## src/rtl/fir_input_stimulus.sv

```systemverilog
// -----------------------------------------------------------------------------
// fir_input_stimulus
//
// Plays a fixed table of signed samples into a downstream consumer (the FIR
// under test) over a valid/ready handshake, one table entry per accepted
// transfer. With LOOP=0 the table is played once and the block parks in DONE
// with a sticky done flag. With LOOP=1 it wraps from the last entry to entry 0
// with no bubble and keeps going.
//
// Handshake: a transfer happens on a rising edge where valid=1 and ready=1.
// While valid=1 and ready=0, data and index are held stable until accepted.
// valid never drops without a transfer, except on abort or reset.
//
// Parameters:
//   DEPTH  number of table entries (>= 2)
//   WIDTH  sample width, signed two's complement
//   LOOP   0: stop after last entry, 1: wrap to entry 0 and continue
//   TABLE  sample constants, entry 0 in the least significant slot
//
// Ports:
//   system1000       in   clock, rising edge
//   system1000_rstn  in   asynchronous reset, active HIGH despite the name
//   start            in   request playback (IDLE or DONE only)
//   abort            in   synchronous stop back to IDLE, beats start/ready
//   ready            in   downstream accepts data this cycle
//   data             out  current sample (registered)
//   valid            out  data is offered (registered)
//   index            out  table index of data (registered)
//   done             out  sticky end-of-sequence flag (registered)
// -----------------------------------------------------------------------------
module fir_input_stimulus #(
   parameter int                          DEPTH = 4,
   parameter int                          WIDTH = 16,
   parameter int                          LOOP  = 0,
   parameter logic [DEPTH-1:0][WIDTH-1:0] TABLE = {16'h0008, 16'hFFFE,
                                                   16'h0003, 16'h0002}
) (
   input  logic                           system1000,
   input  logic                           system1000_rstn,
   input  logic                           start,
   input  logic                           abort,
   input  logic                           ready,
   output logic signed [WIDTH-1:0]        data,
   output logic                           valid,
   output logic [$clog2(DEPTH)-1:0]       index,
   output logic                           done
);

   localparam int IW = $clog2(DEPTH);
   localparam logic [IW-1:0] LAST_IDX = IW'(DEPTH - 1);

   typedef enum logic [1:0] {
      S_IDLE = 2'd0,
      S_RUN  = 2'd1,
      S_DONE = 2'd2
   } state_t;

   // State is kept as a named enum so checkers can bind to state_q directly.
   state_t                  state_q;
   logic signed [WIDTH-1:0] data_q;
   logic                    valid_q;
   logic [IW-1:0]           index_q;
   logic                    done_q;

   // Next table position; only used when index_q < LAST_IDX, so it never
   // leaves the table even for non-power-of-two DEPTH.
   logic [IW-1:0]           idx_inc_d;
   logic                    is_last_d;

   always_comb begin
      idx_inc_d = index_q + IW'(1);
      is_last_d = (index_q == LAST_IDX);
   end

   function automatic logic [WIDTH-1:0] tbl(input logic [IW-1:0] i);
      return TABLE[i];
   endfunction

   always_ff @(posedge system1000 or posedge system1000_rstn) begin
      if (system1000_rstn) begin
         state_q <= S_IDLE;
         data_q  <= '0;
         valid_q <= 1'b0;
         index_q <= '0;
         done_q  <= 1'b0;
      end else if (abort) begin
         // Abort discards everything, even when it lands on the final
         // transfer edge; that last sample still counts as delivered.
         state_q <= S_IDLE;
         data_q  <= '0;
         valid_q <= 1'b0;
         index_q <= '0;
         done_q  <= 1'b0;
      end else begin
         case (state_q)
            S_IDLE, S_DONE: begin
               if (start) begin
                  state_q <= S_RUN;
                  data_q  <= tbl('0);
                  valid_q <= 1'b1;
                  index_q <= '0;
                  done_q  <= 1'b0;
               end
            end
            S_RUN: begin
               // valid_q is always 1 in RUN, so ready alone marks a transfer.
               if (ready) begin
                  if (!is_last_d) begin
                     index_q <= idx_inc_d;
                     data_q  <= tbl(idx_inc_d);
                  end else if (LOOP != 0) begin
                     index_q <= '0;
                     data_q  <= tbl('0);
                  end else begin
                     // data/index keep the last delivered entry.
                     state_q <= S_DONE;
                     valid_q <= 1'b0;
                     done_q  <= 1'b1;
                  end
               end
            end
            default: begin
               state_q <= S_IDLE;
               data_q  <= '0;
               valid_q <= 1'b0;
               index_q <= '0;
               done_q  <= 1'b0;
            end
         endcase
      end
   end

   assign data  = data_q;
   assign valid = valid_q;
   assign index = index_q;
   assign done  = done_q;

`ifndef SYNTHESIS
   // An offered sample must not change or be withdrawn until accepted.
   a_hold_stable: assert property (
      @(posedge system1000) disable iff (system1000_rstn)
         (valid_q && !ready && !abort) |=> (valid_q && $stable(data_q) && $stable(index_q))
   );

   // done and valid are mutually exclusive.
   a_done_not_valid: assert property (
      @(posedge system1000) disable iff (system1000_rstn)
         done_q |-> !valid_q
   );

   // Index never leaves the table.
   a_index_range: assert property (
      @(posedge system1000) disable iff (system1000_rstn)
         index_q <= LAST_IDX
   );
`endif

endmodule

```

## config.mk

```make
export PLATFORM = sky130hd
export DESIGN_NAME = fir_input_stimulus
export DESIGN_NICKNAME = d
export VERILOG_FILES = /design/src/rtl/fir_input_stimulus.sv
export SDC_FILE = /design/constraint.sdc
export NUM_CORES = 1
export LEC_CHECK = 0
export ABC_AREA = 1
export CAP_MARGIN = 15
export CELL_PAD_IN_SITES_DETAIL_PLACEMENT = 2
export CELL_PAD_IN_SITES_GLOBAL_PLACEMENT = 2
export CORE_UTILIZATION = 22
export DETAILED_ROUTE_END_ITERATION = 7
export PLACE_DENSITY_LB_ADDON = 0.15
export SLEW_MARGIN = 20
export SYNTH_ARGS = -nofsm -noshare
export SYNTH_HDL_FRONTEND = slang
export SYNTH_SLANG_ARGS = --single-unit
```

## constraint.sdc

```tcl
create_clock -name system1000 -period 1.5 [get_ports system1000]
set_clock_uncertainty 0.1 [all_clocks]
set_input_delay 0.15 -clock system1000 [delete_from_list [all_inputs] [get_ports system1000]]
set_output_delay 0.15 -clock system1000 [all_outputs]
set_load 0.05 [all_outputs]
```

congestion.png
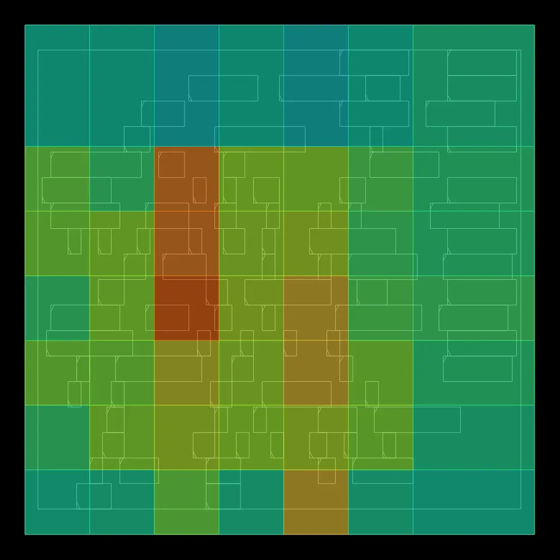
met2 routing resource usage after global routing: 20.9%
GRT Resource Usage Total: 12.9%
routed length per instance: 12.6 um
core utilization of the finished layout: 41.5%
met3 usage in global routing: 5.00%

==> out/summary.log <==
qor: status.outcome finished, final reports clean
qor: sta.setup_viol 0
qor: power.share_clk_of_total_power 18.8%
qor: power.share_seq_of_total_power 31.0%
qor: global_routing.grt_first_pass_wirelength 2.57 mm
qor: power.total_leakage_power 0.502 nW
qor: final_layout.clock_cell_area_share 2.15%
qor: critical_path.worst-setup-path-type reg -> reg
qor: final_layout.biggest_area_class non-clock buffers
qor: routing.vias 526
qor: critical_path.cp_data_required_time 1600 ps
qor: floorplan.die-area 2950 um^2
qor: placed_design.post-dp-hpwl 1.26 mm
qor: floorplan.design.portCount 25
qor: critical_path.critical_path_peak_fanout 4
qor: sta.timing.setup.tns 0 ps
qor: logic_synthesis.ys_warn_count 0
qor: routing.dr_wl_met3 91 um
qor: global_routing.grt_start_max_net_pins 14
qor: sta.tightestPinTransition 332 ps
qor: power.ir_drop 497 uV
qor: global_routing.grt_overflow_total 0
qor: routing.drt_drc_violations_left 0
qor: final_layout.logic_gates 44
qor: critical_path.crit_path_end_kind flop
qor: logic_synthesis.postSynthSeqShare 33.2%
qor: critical_path.crit-reg2reg-capture data[0]
qor: power.totalPowerFinal 0.000920 W
qor: floorplan.initCoreUtil 23.9%
qor: logic_synthesis.synth-main-ff-cell sky130_fd_sc_hd__dfrtp_1
qor: logic_synthesis.main_combinational_cell_family_by_area_after_synthesis simple AND/OR/NAND/NOR gates
qor: worst_hold_path.min_path_type in -> async
qor: critical_path.critical-path-slowest-cell sky130_fd_sc_hd__dfrtp_2
qor: critical_path.depth_of_the_critical_timing_path_with_buffers_and_inverters_included 6
qor: logic_synthesis.largest_area_cell sky130_fd_sc_hd__dfrtp_1
qor: placed_design.place_worst_setup_slack -19.2 ps
qor: clock_tree.postCtsSetupRepairBufs 0
qor: clock_tree.clock-sinks 8
qor: sta.rsz_0062_raised_after_global_routing no
qor: power.pwr.group.sequential 0.000286 W
qor: final_layout.final-comb-area 278 um^2
qor: final_layout.clkbuf_count 3
qor: final_layout.largest_register_ff_count 4
qor: clock_tree.root_buffer_cell sky130_fd_sc_hd__clkbuf_4
qor: critical_path.timing.critical_path.arrival 1460 ps
qor: floorplan.fp.coreArea 2520 um^2
qor: logic_synthesis.synth_adder_area_share 8.30%
qor: logic_synthesis.yosys-stat-area 603 um^2
qor: floorplan.die-height 54.4 um
qor: final_layout.layout-drive-gt1-share 42.2%
qor: final_layout.mostFrequentLayoutCells sky130_fd_sc_hd__buf_12, sky130_fd_sc_hd__nand2_1, sky130_fd_sc_hd__inv_1
qor: critical_path.path_buffers 1
qor: clock_tree.cts_inserted_buffers 3
qor: clock_tree.insertion_delay 260 ps
qor: final_layout.num-fill-cells 286
qor: placed_design.gp_congestion 0.744
qor: power.pwrdens 880 nW/um^2
qor: critical_path.cp_top_family simple AND/OR/NAND/NOR gates
qor: logic_synthesis.post_synth.cell_area_avg 8.26 um^2
qor: placed_design.placed_cell_areas 1020 um^2
qor: logic_synthesis.ys_sh_xor 0%
qor: routing.route.antenna.remaining_nets 0
qor: power.p_switching 0.000377 W
qor: sta.worst_slack 143 ps
qor: routing.final_wl 1.51 mm
qor: global_routing.grt-busiest-layer met2
qor: global_routing.grt_antenna_before_repair 0
qor: floorplan.die.size.x 54.4 um
qor: run.tool_warning_count 29
qor: critical_path.critPathLaunchType flop
qor: logic_synthesis.top_area_share 33.2%
qor: final_layout.nonClkBufAreaFrac 45.5%
qor: logic_synthesis.synth_cell_type_count 15
qor: logic_synthesis.syn-instance-count 73
qor: floorplan.num_rows 18
qor: placed_design.total_placed_cells_including_tap_cells 117
qor: final_layout.design_area 1050 um^2
qor: power.power.internal 0.000543 W
qor: clock_tree.path_clk_slew 60 ps
qor: routing.drt-pass1-iter-count 3
qor: power.power_consumed_by_the_clock_network 0.000173 W
qor: clock_tree.postCtsResizedCells 0
qor: logic_synthesis.netlist.top_cell.by_instances sky130_fd_sc_hd__nand2_1
qor: logic_synthesis.synth-edff-count 0
qor: logic_synthesis.post_synthesis_cell_count_from_yosys 73
qor: floorplan.well_tap_cell_count 30
qor: sta.timing.slew.headroom 77.9%
qor: clock_tree.tritoncts done
qor: run.max_cap_viols 0
qor: final_layout.nNetsFinal 101
qor: power.pwr-share-comb 50.2%
qor: logic_synthesis.ys_top_cells_by_count sky130_fd_sc_hd__nand2_1, sky130_fd_sc_hd__buf_4, sky130_fd_sc_hd__dfrtp_1
logic_types.png
The bar under the picture is 20 um long.
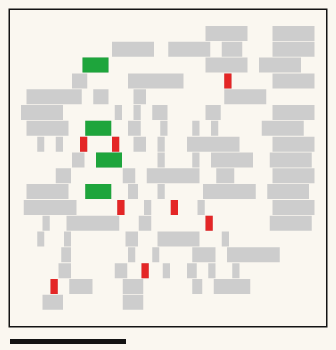
red -> inv cells  # cells 8, most used inv_1
green -> fa/ha/maj cells  # cells 4, most used ha_1, where middle left
post-layout instance count excluding filler cells: 120
combinational share of cell area: 26.6%
most frequently placed logic cell in the final layout: sky130_fd_sc_hd__buf_12

No activity file was given, so power comes from the tool's default toggle rates.
